Design pipe_hazard_scoreboard_flat, sky130hd; sources not shown.
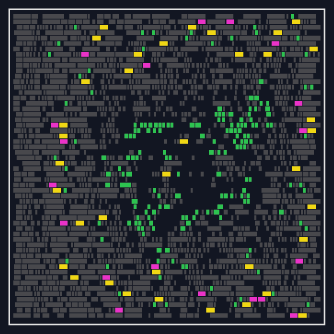
Fig. 1. Logic cells by family.
Scale: 2 px per um.
| family | colour | cells |
|---|---|---|
| aoi and oai cells | green | 176 |
| mux cells | magenta | 19 |
| fa/ha/maj cells | yellow | 37 |
most frequent logic cell in the layout: nand2_1
logic share of the area: 41.63%
Layout Cells excl Fill: 2264

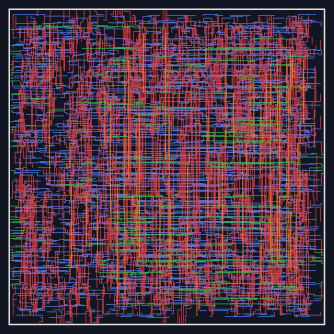
Fig. 2. Routed metal, one colour a layer.
Scale: 2 px per um.
| layer | colour | wire length |
|---|---|---|
| metal 2 | red | 21.0 mm |
| metal 4 | orange | 2160 um |
| metal 3 | green | 3060 um |
| metal 1 | blue | 18400 um |
routed vias: 13260
WL per Instance: 19.69 um
drt total wl: 44570 um
GRT Total Usage: 36.94%

==> notes.md <==
fresh numbers from the pnr run: status=complete, no violations, bufs w/o clock=188, and+or+nand+nor area frac=around a third, area share, top type=40.81%, placed cell areas=0.01518 mm^2, met2 routed WL=20990 um, worst rel slew slack=32.85%, Inverters=216, nets@finish=between 1500 and 2000, Top cells by area=dfrtp_1, nand2_1, nand3_1, fin crit period=between 4 and 5 ns, WP data arrival=about 3.7 ns, Final Hold Fails=0, vias in the first global route=12870, crit start category=primary input, seq pwr=roughly 2.6 mW, Int Power=4.330 mW, Sink Count=219, register share of the cell area=34.02%, CTS tree=yes, yosys stat area=0.01343 mm^2, Crit. End Element=output port, drt drc=0, initial antenna violation count=0, fmax=0.2225 GHz, grt total ovfl=0, RePlAce Congestion=1.007, Hold WS=0.1729 ns, dominant kind of cell by area=multi-input combinational cells, CTS root buffer=clkbuf_16, chip height=about 160 um, setup TNS=0 ns, Netlist cell types=39, slowest stage delay, CP=around 0.57 ns, 1st-iter DRT viols=1298, crit share post-route=93.65%, Max-Cap Viols=0, CTS H-tree depth=1, Comb gates=1277, max-slew violations=0, number of setup buffers added after CTS=0, Syn Area/Cell=approximately 7.4 um^2, final setup fails=0, Synth Seq Share=40.81%, total area of sequential cells=0.005480 mm^2, crit path cell chain=clkdlybuf4s50_1 -> buf_4 -> nor2_4 -> buf_4 -> a22oi_1 -> o21ai_0 -> a21oi_1 -> o32ai_1 -> ha_1 -> nand2_1 -> nand2_1 -> nand2_2 -> a21oi_4 -> inv_2 -> buf_4 -> clkdlybuf4s50_1, critical path's slowest cell=clkdlybuf4s50_1, # diodes=0, Post-DRT Antenna Nets=0, Combinational Power Share=27.5%, Post-synth EDFFs=0, leakage=8.229 nW, Met3 Routed Length=a little over 3000 um, M3 GR Usage=approximately 5.3%, Die X=156.9 um, Num CTS Buffers=25, Async S/R FF share, synth=100.0%, area leader, netlist=dfrtp_1, RSZ-0062 raised after global routing=no, Logic area=0.006705 mm^2
Power is estimated from default activity; no workload was simulated.
